<file path="config.mk">
export PLATFORM = sky130hd
export DESIGN_NAME = uart_tx_top
export DESIGN_NICKNAME = d
export VERILOG_FILES = /design/src/rtl/uart_pkg.sv /design/src/rtl/uart_tx_top_baud.sv /design/src/rtl/uart_tx_top.sv
export SDC_FILE = /design/constraint.sdc
export NUM_CORES = 1
export LEC_CHECK = 0
export CAP_MARGIN = 25
export CELL_PAD_IN_SITES_DETAIL_PLACEMENT = 1
export CELL_PAD_IN_SITES_GLOBAL_PLACEMENT = 1
export CORE_UTILIZATION = 39
export CTS_BUF_LIST = sky130_fd_sc_hd__clkbuf_4 sky130_fd_sc_hd__clkbuf_8
export DETAILED_ROUTE_END_ITERATION = 8
export HOLD_SLACK_MARGIN = 0.1
export PLACE_DENSITY = 0.73
export SYNTH_ARGS = -nofsm -noshare
export SYNTH_HDL_FRONTEND = slang
export SYNTH_SLANG_ARGS = --single-unit
</file>
<file path="constraint.sdc">
create_clock -name clk -period 1.55 [get_ports clk]
set_input_delay 0.31 -clock clk [delete_from_list [all_inputs] [get_ports clk]]
set_output_delay 0.31 -clock clk [all_outputs]
set_load 0.02 [all_outputs]
</file>
<file path="src/rtl/uart_pkg.sv">
// Shared types and line-level constants for the UART transmitter.
package uart_pkg;

  typedef enum logic [1:0] {
    IDLE  = 2'd0,
    START = 2'd1,
    DATA  = 2'd2,
    STOP  = 2'd3
  } uart_state_t;

  localparam logic LINE_IDLE = 1'b1;
  localparam logic START_BIT = 1'b0;
  localparam logic STOP_BIT  = 1'b1;

endpackage

</file>
<file path="src/rtl/uart_tx_top_baud.sv">
// Bit-period counter: counts 0..CLKS_PER_BIT-1 while enabled, pulses o_tick on the last count.
module uart_baud_gen #(
  parameter int CLKS_PER_BIT = 2
) (
  input  logic clk,
  input  logic rst,
  input  logic i_clear,
  input  logic i_en,
  output logic o_tick
);

  localparam int CW = (CLKS_PER_BIT > 1) ? $clog2(CLKS_PER_BIT) : 1;
  localparam logic [CW-1:0] LAST = CW'(CLKS_PER_BIT - 1);

  logic [CW-1:0] r_cnt;
  logic          w_last;

  assign w_last = (r_cnt == LAST);
  assign o_tick = i_en && w_last;

  always_ff @(posedge clk or posedge rst) begin
    if (rst)
      r_cnt <= '0;
    else if (i_clear)
      r_cnt <= '0;
    else if (i_en)
      r_cnt <= w_last ? '0 : r_cnt + 1'b1;
  end

endmodule

</file>
<file path="src/rtl/uart_tx_top.sv">
// 8N1 UART transmitter: start bit, DATA_BITS data bits LSB first, stop bit.
module uart_tx_top
  import uart_pkg::*;
#(
  parameter int CLKS_PER_BIT = 2,
  parameter int DATA_BITS    = 8
) (
  input  logic                 clk,
  input  logic                 rst,
  input  logic [DATA_BITS-1:0] byte2send,
  input  logic                 tx_start,
  output logic                 tx_done,
  output logic                 tx_pin
);

  localparam int IW = (DATA_BITS > 1) ? $clog2(DATA_BITS) : 1;
  localparam logic [IW-1:0] LAST_IDX = IW'(DATA_BITS - 1);

  uart_state_t          r_state;
  logic [DATA_BITS-1:0] r_shreg;
  logic [IW-1:0]        r_idx;
  logic                 r_tx_pin;
  logic                 r_tx_done;
  logic [IW-1:0]        w_next_idx;
  logic                 w_tick;
  logic                 w_idle;

  assign w_idle     = (r_state == IDLE);
  assign w_next_idx = r_idx + 1'b1;
  assign tx_pin     = r_tx_pin;
  assign tx_done    = r_tx_done;

  // Counter is held at zero while idle, so every frame starts on a fresh bit period.
  uart_baud_gen #(
    .CLKS_PER_BIT(CLKS_PER_BIT)
  ) u_baud (
    .clk    (clk),
    .rst    (rst),
    .i_clear(w_idle),
    .i_en   (!w_idle),
    .o_tick (w_tick)
  );

  always_ff @(posedge clk or posedge rst) begin
    if (rst) begin
      r_state   <= IDLE;
      r_shreg   <= '0;
      r_idx     <= '0;
      r_tx_pin  <= LINE_IDLE;
      r_tx_done <= 1'b0;
    end else begin
      r_tx_done <= 1'b0;
      case (r_state)
        IDLE: begin
          r_tx_pin <= LINE_IDLE;
          if (tx_start) begin
            r_shreg  <= byte2send;
            r_state  <= START;
            r_tx_pin <= START_BIT;
          end
        end
        START: begin
          if (w_tick) begin
            r_state  <= DATA;
            r_idx    <= '0;
            r_tx_pin <= r_shreg[0];
          end
        end
        DATA: begin
          if (w_tick) begin
            if (r_idx == LAST_IDX) begin
              r_state  <= STOP;
              r_tx_pin <= STOP_BIT;
            end else begin
              r_idx    <= w_next_idx;
              r_tx_pin <= r_shreg[w_next_idx];
            end
          end
        end
        STOP: begin
          if (w_tick) begin
            r_state   <= IDLE;
            r_tx_done <= 1'b1;
          end
        end
        default: r_state <= IDLE;
      endcase
    end
  end

endmodule

</file>
==> changes_impl.md, run 1 <==
### Changed

- Met2 WL: roughly 1.4 mm
- Met2 Usage GRT: 40.6%
- CTS root buf: clkbuf_4
- Vias in the first global route: between 700 and 800
- Adder share: between 8 and 9%
- # DRC: 0
- Peak supply drop: 0.00141 V
- Layout cells sized above 1: roughly 55%
- Clk pwr share: 8.7%
- Yosys xor share: 0%
- Failing checks: setup timing
- Yosys cell types: 21
- Power, Total: between 0.003 and 0.004 W
- Min cycle time layout: between 1500 and 2000 ps
- Dominant comb cell: multiplexers
- Max stage delay on crit path: between 500 and 600 ps
- Tot GR Track Use: around 22%
- Most common reg cell: dfrtp_1
- R2R cell count: 5
- Main power group: combinational cells
- Mi-comb count: ~50
- Kind of cell adding the most delay to the critical path: multiplexers
- Flop count: 16
- Tap Count: 27
- CP startpoint: r_idx[0]
- Fin nets: ~120
- Complex Gates by Area: 10.5%
- Drt pass-1 iters: 1
- # clk buffers: 4
- PnR worst setup slack: -104 ps
- Dpl ws: -154 ps
- Largest regs: r_shreg x8, r_idx x3, r_state x2
- Register area: between 400 and 500 um^2
- Classification of the worst-slack hold path: input pin to asynchronous set/reset pin
- Met1 Track Usage GR: about 26%
- Worst-path cell chain: ha_4 > mux4_2 > nand2b_4 > a31oi_1 > o31ai_1
- P per Cell Area: 2380 nW/um^2
- Async SR Flop Fraction: 100%
- Worst Path Required: approximately 1800 ps
- ANT nets after route: 0
- Startpoint Class: flip-flop
- CTS sink cnt: 16
- Area grow syn2layout: 57.7%
- Multi-input combinational area share: about two fifths
- Comb area: approximately 550 um^2
- Num ports: 13
- Clk tree area frac: under 10%
- Max-area cell share: 44.8%
- Lkg Pwr: 0.593 nW
- Worst Setup EP: tx_pin
- Syn_area_per_cell: between 10 and 15 um^2
- Fin. Hold Viols: 0
- Top reg by flops: r_shreg
- Tool warnings: 32
- Slew @ Worst Pin: 343 ps
- Total CTS buffers: 3
- Status: complete, but fails checks
- Mapped Area: between 800 and 900 um^2
- TritonCTS clock tree: yes
- FMAX: between 600 and 700 MHz
- Crit Path Class: flip-flop to flip-flop
- Ys cells: 69
- Die x size: between 40 and 50 um
- Global placement routability congestion: 0.775
- Reg-to-Reg Start: r_idx[0]
- Leading area contributor after synthesis: dfrtp_1
- GRT overflow: 0
- Rows: 16
- Crit path depth: 5
- Setup violators final: 2
- R2R setup slack: -100 ps
- DP Cell Count: ~120
- Cts hold-fix bufs: 0
- Routed length per instance: roughly 19 um
- Sequential Power: between 0.0008 and 0.0009 W
- Crit-path max FO: 2
- Fin area: 1320 um^2
- Met3 routed WL: between 60 and 70 um
- Post-layout util: around two thirds
- Crit-path slowest cell: mux4_2
- Die y size: a little under 50 um
- Die area: 2340 um^2
- Post-synthesis net count: about 86
- Port Buf Inserts: 12
- Basic Gates by Area: 11.5%
- Layout fillers: roughly 190
- P_int: 0.00197 W
- Clock Tree Buf Depth: 2
- Yosys reg bits: 16
- First DRT Iteration DRCs: 0
- Flop pwr share: a little over a quarter
- Non-clk bufs: 30
- Max layer used: met4
- EDFF count, synth: 0
- Comb pwr share: between 60% and 70%
- Comb group: 0.00205 W
- Fp_density: between 40 and 50%
- Vias per inst: approximately 5
- Max-cap viol count: 0
- Switching share of total power: a little under two fifths
- Biggest area cells: dfrtp_1, mux2_2, ha_1
- Worst Setup End Kind: flip-flop
- Most frequent cell after synthesis: dfrtp_1
- Placed Area: 1110 um^2
- Reg2reg end: tx_pin
- Antenna violations before repair: 0
- Hold_ws: roughly 280 ps
- Ys Warns: 0
- Dpl hpwl: approximately 1.6 mm
- RSZ-0062 raised after global routing: yes
- Critical Path AT: 1880 ps
- Sequential share of the synthesized area: between 40% and 50%
- Clk latency late pin: roughly 290 ps
- Mux share: 19.7%
- M1 wire length: 1.02 mm
- Tcrit/Tclk final: 107%
- GRT Max-Usage Layer: met2
- Via count: around 670
- Post-synth area from yosys stat: about 840 um^2
- M3 GR Usage: about 6.3%
- First-pass GRT wire length: about 3.8 mm
- Worst-path clk slew: 100 ps
- Switch Pwr: about 0.0012 W
- Inverters: 3
- Largest net degree at the start of global routing: 10
- Clock skew: approximately 15 ps
- Non-clock buffering overhead: around 22%
- Max reg flops: 8
- Dominant class by area: combinational gates
- Fin Setup TNS: -119 ps
run 1: what timing repair did:
| action | in CTS | in global routing |
|---|---|---|
| pin swaps | 1 | 5 |
| endpoints found under the setup margin | 14 | 11 |
| setup buffers | 5 | 2 |
| cloned | 0 | 0 |
| resized | 7 | 24 |
run 1: placed cells by master, fill, tap and decap left out, types with 4 or more instances in the layout:
cell type	netlist	final
a22o_1	4	4
buf_6	0	4
clkdlybuf4s50_1	0	10
mux2_2	10	9
dfrtp_1	15	13
ha_4	0	4
buf_4	0	13
run 1: kinds of logic (layout without fill, tap and decap cells):
family	Yosys count	in the layout
simple gates	19	19
flops	16	16
mux	14	14
compound gates	11	11
fa+ha+maj	6	6
buf+inv	3	37
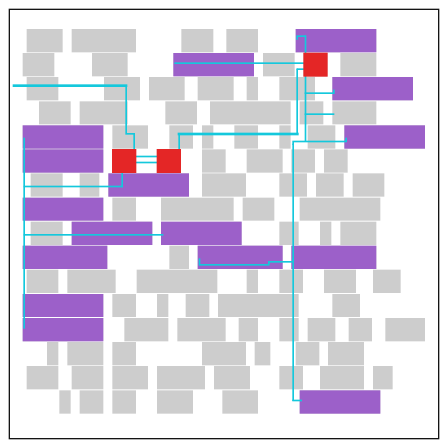
run_1/clock_wires.png
- purple: flip-flops (count 16)
- cyan: clock wires (length 192 um)
- red: clock-net drivers (count 3)
- routed clock nets: 4

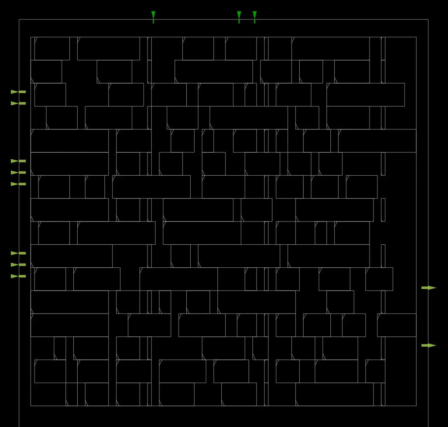
run_1/placed.png
sequential cell area share: 30.6%
final cell count without fillers: 130

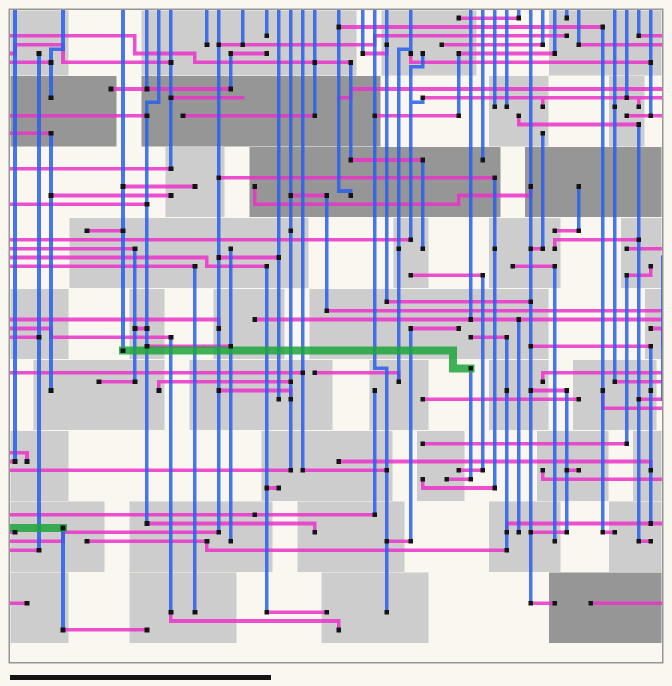
run_1/closeup.png
The bar under the picture is 10 um long. Window x 12 to 37, y 2 to 27 um. Cells in gray, sequential cells in the stronger gray; small squares are vias.
- green: M3
- blue: M2
- magenta: M1
- most frequent: buf_4 (6)
- netlist names of flops here include: `r_idx` (2), `tx_pin` (1)
- sequential cells in the window: 3
- cells with their middle in the window: 32

run_1/route_heat.png
The die is cut into 10 by 10 equal tiles; black is low, pale yellow is high, scaled to the fullest tile. Values are wire area over tile area, all layers added.
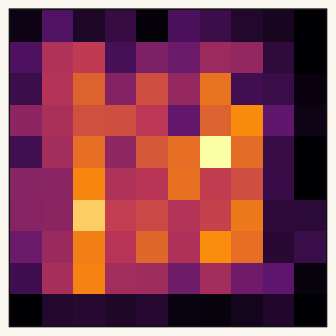

==> inputs of run 2 (changes only) <==
--- a/config.mk
+++ b/config.mk
@@ -5,14 +5,16 @@
 export SDC_FILE = /design/constraint.sdc
 export NUM_CORES = 1
 export LEC_CHECK = 0
+export ABC_AREA = 1
 export CAP_MARGIN = 25
 export CELL_PAD_IN_SITES_DETAIL_PLACEMENT = 1
 export CELL_PAD_IN_SITES_GLOBAL_PLACEMENT = 1
-export CORE_UTILIZATION = 39
+export CORE_ASPECT_RATIO = 0.6
+export CORE_UTILIZATION = 36
 export CTS_BUF_LIST = sky130_fd_sc_hd__clkbuf_4 sky130_fd_sc_hd__clkbuf_8
 export DETAILED_ROUTE_END_ITERATION = 8
 export HOLD_SLACK_MARGIN = 0.1
-export PLACE_DENSITY = 0.73
+export PLACE_DENSITY = 0.88
 export SYNTH_ARGS = -nofsm -noshare
 export SYNTH_HDL_FRONTEND = slang
 export SYNTH_SLANG_ARGS = --single-unit
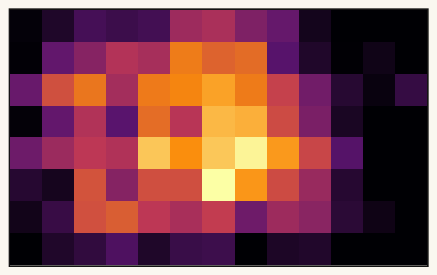
run_2/route_heat.png
The die is cut into 13 by 8 equal tiles; black is low, pale yellow is high, scaled to the fullest tile. Values are wire area over tile area, all layers added.
- tiles over half the peak: 28%
- fullest tile: 0.39
- mean over tiles: 0.13
- emptiest ninth of the die: north-east

==> run 2 against run 1 <==
The flow now finishes without violations. Global-route usage fell by 3.9 points. Critical path depth decreased by 4. Critical path type is now flip-flop to output port. Sequential share of layout area is 7.0 points higher. Via count increased by 6.1%. Largest cell class is now flip-flops and latches.
==> changes_impl.md, run 2 <==
### Changed

- Min cycle time layout: 1470 ps (was 1650 ps)
- Reg-to-Reg Start: r_state[0] (was r_idx[0])
- Classification of the worst-slack hold path: input pin to asynchronous set/reset pin (unchanged)
- First-pass GRT wire length: 3.23 mm (was 3.81 mm)
- Ys Warns: 0 (unchanged)
- Switch Pwr: 0.00101 W (was 0.00118 W)
- Layout cells sized above 1: 12.5% (was 55.3%)
- Post-synthesis net count: 119 (was 86)
- Crit-path slowest cell: clkdlybuf4s50_1 (was mux4_2)
- Tool warnings: 30 (was 32)
- Routed length per instance: 13.8 um (was 19.2 um)
- Worst Setup End Kind: output port (was flip-flop)
- Yosys xor share: 0% (unchanged)
- Largest net degree at the start of global routing: 17 (was 10)
- Post-CTS Repair Setup Buffers: 0 (was 5)
- Biggest area cells: dfrtp_1, inv_1, ha_1 (was dfrtp_1, mux2_2, ha_1)
- First DRT Iteration DRCs: 22 (was 0)
- Area grow syn2layout: 28.7% (was 57.7%)
- Yosys cell types: 19 (was 21)
- Yosys reg bits: 16 (unchanged)
- Vias in the first global route: 708 (was 766)
- CTS sink cnt: 16 (unchanged)
- Critical Path AT: 1160 ps (was 1880 ps)
- Port Buf Inserts: 12 (unchanged)
- Clock skew: 7.66 ps (was 14.9 ps)
- Async SR Flop Fraction: 100% (unchanged)
- Ys cells: 102 (was 69)
- Worst-path clk slew: 70 ps (was 100 ps)
- TritonCTS clock tree: yes (unchanged)
- Fin area: 1070 um^2 (was 1320 um^2)
- RSZ-0062 raised after global routing: yes (unchanged)
- Sequential Power: 0.000718 W (was 0.000825 W)
- Max reg flops: 8 (unchanged)
- Mapped Area: 830 um^2 (was 837 um^2)
- Global placement routability congestion: 0.819 (was 0.775)
- Most common reg cell: dfrtp_1 (unchanged)
- Status: complete, no violations (was complete, but fails checks)
- Startpoint Class: flip-flop (unchanged)
- Cts hold-fix bufs: 0 (unchanged)
- ANT nets after route: 0 (unchanged)
- Die y size: 39.2 um (was 48.3 um)
- Max-area cell share: 45.2% (was 44.8%)
- Tot GR Track Use: 18.4% (was 22.4%)
- Via count: 708 (was 667)
- Worst Path Required: 1240 ps (was 1780 ps)
- Basic Gates by Area: 18.6% (was 11.5%)
- Num ports: 13 (unchanged)
- Comb pwr share: 53.8% (was 65.1%)
- Clk latency late pin: 250 ps (was 290 ps)
- Complex Gates by Area: 13.4% (was 10.5%)
- Dpl ws: 86.8 ps (was -154 ps)
- Total CTS buffers: 3 (unchanged)
- Max stage delay on crit path: 590 ps (was 510 ps)
- P_int: 0.00129 W (was 0.00197 W)
- Fp_density: 38.3% (was 42.2%)
- Vias per inst: 4.72 (was 5.13)
- Antenna violations before repair: 0 (unchanged)
- EDFF count, synth: 0 (unchanged)
- GRT overflow: 0 (unchanged)
- Sequential share of the synthesized area: 48.4% (was 48.0%)
- Lkg Pwr: 0.539 nW (was 0.593 nW)
- Flop pwr share: 31.2% (was 26.2%)
- Slew @ Worst Pin: 271 ps (was 343 ps)
- Clk pwr share: 15.0% (was 8.7%)
- Crit path depth: 1 (was 5)
- Most numerous logic cells after layout: inv_1, nand2_1, dfrtp_1 (was buf_4, dfrtp_1, clkdlybuf4s50_1)
- FMAX: 678 MHz (was 605 MHz)
- Main power group: combinational cells (unchanged)
- Post-synth area from yosys stat: 830 um^2 (was 837 um^2)
- Buf+Inv Stages, Crit Path: 1 (was 0)
- Crit Path Class: flip-flop to output port (was flip-flop to flip-flop)
- Syn_area_per_cell: 8.13 um^2 (was 12.1 um^2)
- Top reg by flops: r_shreg (unchanged)
- Fin. Hold Viols: 0 (unchanged)
- CTS root buf: clkbuf_8 (was clkbuf_4)
- P per Cell Area: 2160 nW/um^2 (was 2380 nW/um^2)
- R2R setup slack: 90 ps (was -100 ps)
- Leading area contributor after synthesis: dfrtp_1 (unchanged)
- Fin Setup TNS: 0 ps (was -119 ps)
- PnR worst setup slack: 75.9 ps (was -104 ps)
- Tcrit/Tclk final: 95.1% (was 107%)
- Clock Tree Buf Depth: 2 (unchanged)
- Switching share of total power: 44.1% (was 37.5%)
- Drt pass-1 iters: 4 (was 1)
- Largest regs: r_shreg x8, r_idx x3, r_state x2 (unchanged)
- Crit-path max FO: 1 (was 2)
- Peak supply drop: 0.000927 V (was 0.00141 V)
- # DRC: 0 (unchanged)
- Reg2reg end: tx_pin (unchanged)
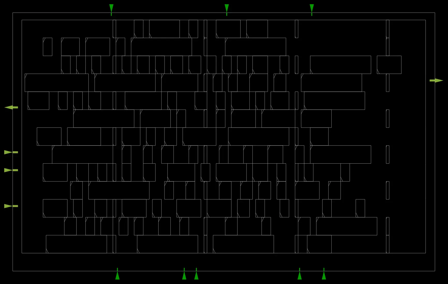
run_2/placed.png
Rows: 13
post-layout util: 49.3%
sequential cell area share: 37.6%
Layout fillers: 259

run 2: final cells by class:
class                      count  area (um^2)  area share (%)
clock buffer                   4         48.8            4.57
inverter                      22         82.6            7.74
multi-input combinational     63          355            33.3
sequential                    16          402            37.6
tap                           30         37.5            3.52
timing repair buffer          15          141            13.2
run 2: metrics by stage:
stage	cells	hold WS, ps
after floorplan	102	223
after global placement	146	438
after detailed placement	146	434
after CTS	150	385
after global routing	150	436
final	150	380
run 2: metal layers:
layer	wire length, um	up-vias	part of all wire [%]	GRT usage (%)
li1	-	355	-	-
met1	1010	336	49	22.9
met2	961	15	46	31.1
met3	84	2	4.1	6.18
met4	16	0	0.77	5.11
met5	0	-	0	0
run 2: what timing repair did:
item,in CTS,in global routing
pin swaps,0,1
setup endpoints to repair,1,5
resized,1,4
run_2/gates.png
The bar under the picture is 20 um long.
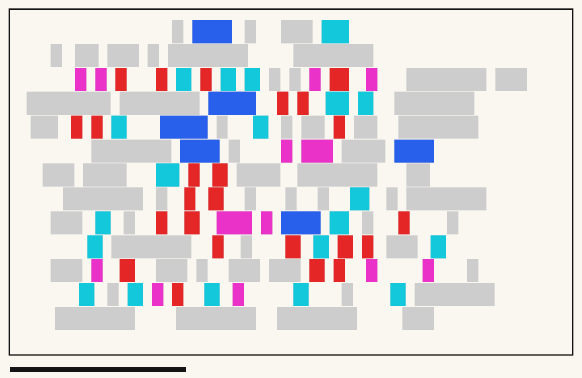

==> inputs of run 3 (changes only) <==
--- a/config.mk
+++ b/config.mk
@@ -10,11 +10,12 @@
 export CELL_PAD_IN_SITES_DETAIL_PLACEMENT = 1
 export CELL_PAD_IN_SITES_GLOBAL_PLACEMENT = 1
 export CORE_ASPECT_RATIO = 0.6
-export CORE_UTILIZATION = 36
+export CORE_UTILIZATION = 38
 export CTS_BUF_LIST = sky130_fd_sc_hd__clkbuf_4 sky130_fd_sc_hd__clkbuf_8
 export DETAILED_ROUTE_END_ITERATION = 8
 export HOLD_SLACK_MARGIN = 0.1
-export PLACE_DENSITY = 0.88
+export PLACE_DENSITY = 0.89
 export SYNTH_ARGS = -nofsm -noshare
 export SYNTH_HDL_FRONTEND = slang
+export SYNTH_HIERARCHICAL = 1
 export SYNTH_SLANG_ARGS = --single-unit
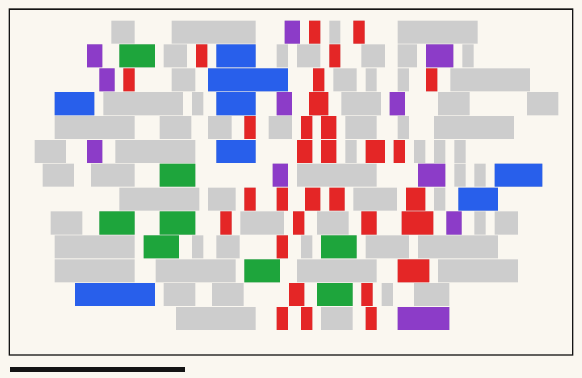
run_3/gates.png
The bar under the picture is 20 um long.
- blue: fa/ha/maj cells (cells 8; most used ha_1)
- purple: aoi and oai cells (cells 11)
- red: nand cells (cells 31; most used nand2_1)
- green: mux cells (cells 8; most used mux2_2)

==> run 3 against run 2 <==
The flow now finishes with violations (setup timing). Largest cell class is now combinational gates. Synthesized cell count shrank 6.9%. Critical endpoint is now tx_pin. Largest power group unchanged. Synthesized area grew 5.9%. First-iteration DRC count grew 45%. Critical path type is now flip-flop to flip-flop. Highest routed layer unchanged. Non-clock buffer count grew 8.
==> changes_impl.md, run 3 <==
### Changed

- Peak supply drop: 0.000826 V (was 0.000927 V)
- CTS root buf: clkbuf_8 (unchanged)
- Register area: 402 um^2 (unchanged)
- Met2 WL: 1.27 mm (was 961 um)
- Lkg Pwr: 0.578 nW (was 0.539 nW)
- Basic Gates by Area: 15.7% (was 18.6%)
- Clk latency late pin: 250 ps (about the same)
- Setup violators final: 1 (was 0)
- Layout cells sized above 1: 36.4% (was 12.5%)
- Fin nets: 141 (was 138)
- Switching share of total power: 41.6% (was 44.1%)
- Dpl ws: -125 ps (was 86.8 ps)
- GRT Max-Usage Layer: met2 (unchanged)
- Cts hold-fix bufs: 0 (unchanged)
- M3 GR Usage: 6.47% (was 6.18%)
- Max-cap viol count: 0 (unchanged)
- Antenna violations before repair: 0 (unchanged)
- Met1 Track Usage GR: 25.2% (was 22.9%)
- Max layer used: met4 (unchanged)
- Sequential share of the synthesized area: 45.7% (was 48.4%)
- Ys cells: 95 (was 102)
- Inverters: 17 (was 22)
- Drt pass-1 iters: 2 (was 4)
- Buf+Inv Stages, Crit Path: 2 (was 1)
- GRT overflow: 0 (unchanged)
- Vias in the first global route: 760 (was 708)
- Worst Setup End Kind: flip-flop (was output port)
- Tot GR Track Use: 21.6% (was 18.4%)
- Kind of cell adding the most delay to the critical path: flip-flops (was buffers and inverters)
- FMAX: 636 MHz (was 678 MHz)
- Sequential Power: 0.000743 W (was 0.000718 W)
- Max-area cell share: 42.7% (was 45.2%)
- Dominant class by area: combinational gates (was flip-flops and latches)
- Yosys reg bits: 16 (unchanged)
- Vias per inst: 4.86 (was 4.72)
- P_int: 0.00150 W (was 0.00129 W)
- Die area: 2510 um^2 (about the same)
- Comb area: 459 um^2 (was 355 um^2)
- Switch Pwr: 0.00106 W (was 0.00101 W)
- Fin Setup TNS: -22.8 ps (was 0 ps)
- Syn_area_per_cell: 9.25 um^2 (was 8.13 um^2)
- Ys Warns: 6 (was 0)
- Status: complete, but fails checks (was complete, no violations)
- Crit path depth: 8 (was 1)
- TritonCTS clock tree: yes (unchanged)
- First DRT Iteration DRCs: 32 (was 22)
- Mapped Area: 878 um^2 (was 830 um^2)
- R2R setup slack: -20 ps (was 90 ps)
- Global placement routability congestion: 0.767 (was 0.819)
- Slew @ Worst Pin: 388 ps (was 271 ps)
- Most numerous logic cells after layout: nand2_1, dfrtp_1, clkdlybuf4s50_1 (was inv_1, nand2_1, dfrtp_1)
- Num ports: 13 (unchanged)
- Met3 routed WL: 65 um (was 84 um)
- Clk tree area frac: 4.50% (was 4.57%)
- Non-clk bufs: 23 (was 15)
- Worst Path Required: 1740 ps (was 1240 ps)
- ANT nets after route: 0 (unchanged)
- Complex Gates by Area: 8.40% (was 13.4%)
- Flop pwr share: 29.0% (was 31.2%)
- Adder share: 11.4% (was 9.05%)
- Non-clock buffering overhead: 16.8% (was 13.2%)
- Leading area contributor after synthesis: dfrtp_1 (unchanged)
- Top reg by flops: r_shreg (unchanged)
- Sequential cell area share: 32.9% (was 37.6%)
- Fp_density: 40.3% (was 38.3%)
- # clk buffers: 4 (unchanged)
- Dominant logic cell type in the layout: nand2_1 (was inv_1)
- Clock skew: 4.07 ps (was 7.66 ps)
- Multi-input combinational area share: 37.6% (was 33.3%)
- Most common reg cell: dfrtp_1 (unchanged)
- Port Buf Inserts: 12 (unchanged)
- Die y size: 39.2 um (about the same)
- Classification of the worst-slack hold path: input pin to asynchronous set/reset pin (unchanged)
- First-pass GRT wire length: 3.73 mm (was 3.23 mm)
- Crit-path max FO: 6 (was 1)
- Reg2reg end: tx_pin (unchanged)
- Dpl hpwl: 1.83 mm (was 1.47 mm)
- Max reg flops: 8 (unchanged)
- PnR worst setup slack: -22.8 ps (was 75.9 ps)
- Async SR Flop Fraction: 100% (unchanged)
- Die x size: 64.1 um (was 64.0 um)
- Area grow syn2layout: 39.2% (was 28.7%)
- Worst-path clk slew: 70 ps (about the same)
- Reg-to-Reg Start: r_state[1] (was r_state[0])
- Post-synthesis net count: 114 (was 119)
- Crit Path Class: flip-flop to flip-flop (was flip-flop to output port)
- Tap Count: 30 (unchanged)
- Min cycle time layout: 1570 ps (was 1470 ps)
- CTS sink cnt: 16 (unchanged)
- EDFF count, synth: 0 (unchanged)
- Hold_ws: 231 ps (was 380 ps)
- # resized after CTS: 10 (was 1)
- R2R cell count: 8 (was 9)
- Comb group: 0.00144 W (was 0.00124 W)
- Failing checks: setup timing
- Biggest area cells: dfrtp_1, ha_1, mux2_2 (was dfrtp_1, inv_1, ha_1)
- Placed Area: 1100 um^2 (was 1000 um^2)
- Clock Tree Buf Depth: 2 (unchanged)
- Dominant comb cell: simple AND/OR/NAND/NOR gates (unchanged)
- Post-CTS Repair Setup Buffers: 1 (was 0)
- # DRC: 0 (unchanged)
- Tool warnings: 32 (was 30)
- Fin. Hold Viols: 0 (unchanged)
- Total CTS buffers: 3 (unchanged)
- Max stage delay on crit path: 410 ps (was 590 ps)
- Largest net degree at the start of global routing: 10 (was 17)
- Routed length per instance: 16.3 um (was 13.8 um)
- Tcrit/Tclk final: 101% (was 95.1%)
- Critical Path AT: 1760 ps (was 1160 ps)
- Main power group: combinational cells (unchanged)
- Rows: 13 (unchanged)
- RSZ-0062 raised after global routing: yes (unchanged)
- M1 wire length: 1.09 mm (was 1.01 mm)
- Worst-path cell chain: buf_4 > ha_4 > buf_4 > a21oi_1 > nand2_1 > a21oi_1 > nand2_1 > nand2_1 (was clkdlybuf4s50_1)
- Largest regs: r_shreg x8, r_idx x3, r_state x2 (unchanged)
- Fin area: 1220 um^2 (was 1070 um^2)
- Yosys cell types: 17 (was 19)
- Mi-comb count: 61 (was 63)
- Core ar.: 2180 um^2 (was 2160 um^2)
- P per Cell Area: 2090 nW/um^2 (was 2160 nW/um^2)
- Post-synth area from yosys stat: 878 um^2 (was 830 um^2)
- Most frequent cell after synthesis: nand2_1 (was inv_1)
- Yosys xor share: 0% (unchanged)
- Startpoint Class: flip-flop (unchanged)
- Comb pwr share: 56.3% (was 53.8%)
- Crit-path slowest cell: dfrtp_1 (was clkdlybuf4s50_1)
- Met2 Usage GRT: 38.6% (was 31.1%)
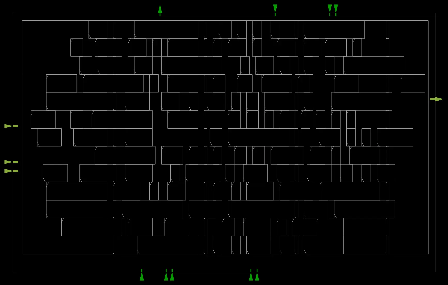
run_3/placed.png
flop count: 16
Layout fillers: 257

-- run 3: worst max path at each step --
stage,start,endpoint,slack [ps]
after floorplan,r_state[0],r_state[0],80
after global placement,r_state[0],r_state[0],50
after detailed placement,r_state[1],r_idx[0],-120
after CTS,r_state[0],r_state[0],10
after global routing,r_state[1],tx_pin,-70
final,r_state[1],tx_pin,-20
-- run 3: through the flow --
| step | utilization, % | std cells | power [W] |
|---|---|---|---|
| 2_1_floorplan | - | 95 | 0.00150 |
| 3_3_place_gp | 50.5 | 146 | 0.00182 |
| 3_5_place_dp | 50.5 | 146 | 0.00197 |
| 4_1_cts | 54.2 | 151 | 0.00241 |
| 5_1_grt | 56.1 | 151 | 0.00274 |
| 6_report | 56.1 | 151 | 0.00256 |
Power is estimated from default activity; no workload was simulated.
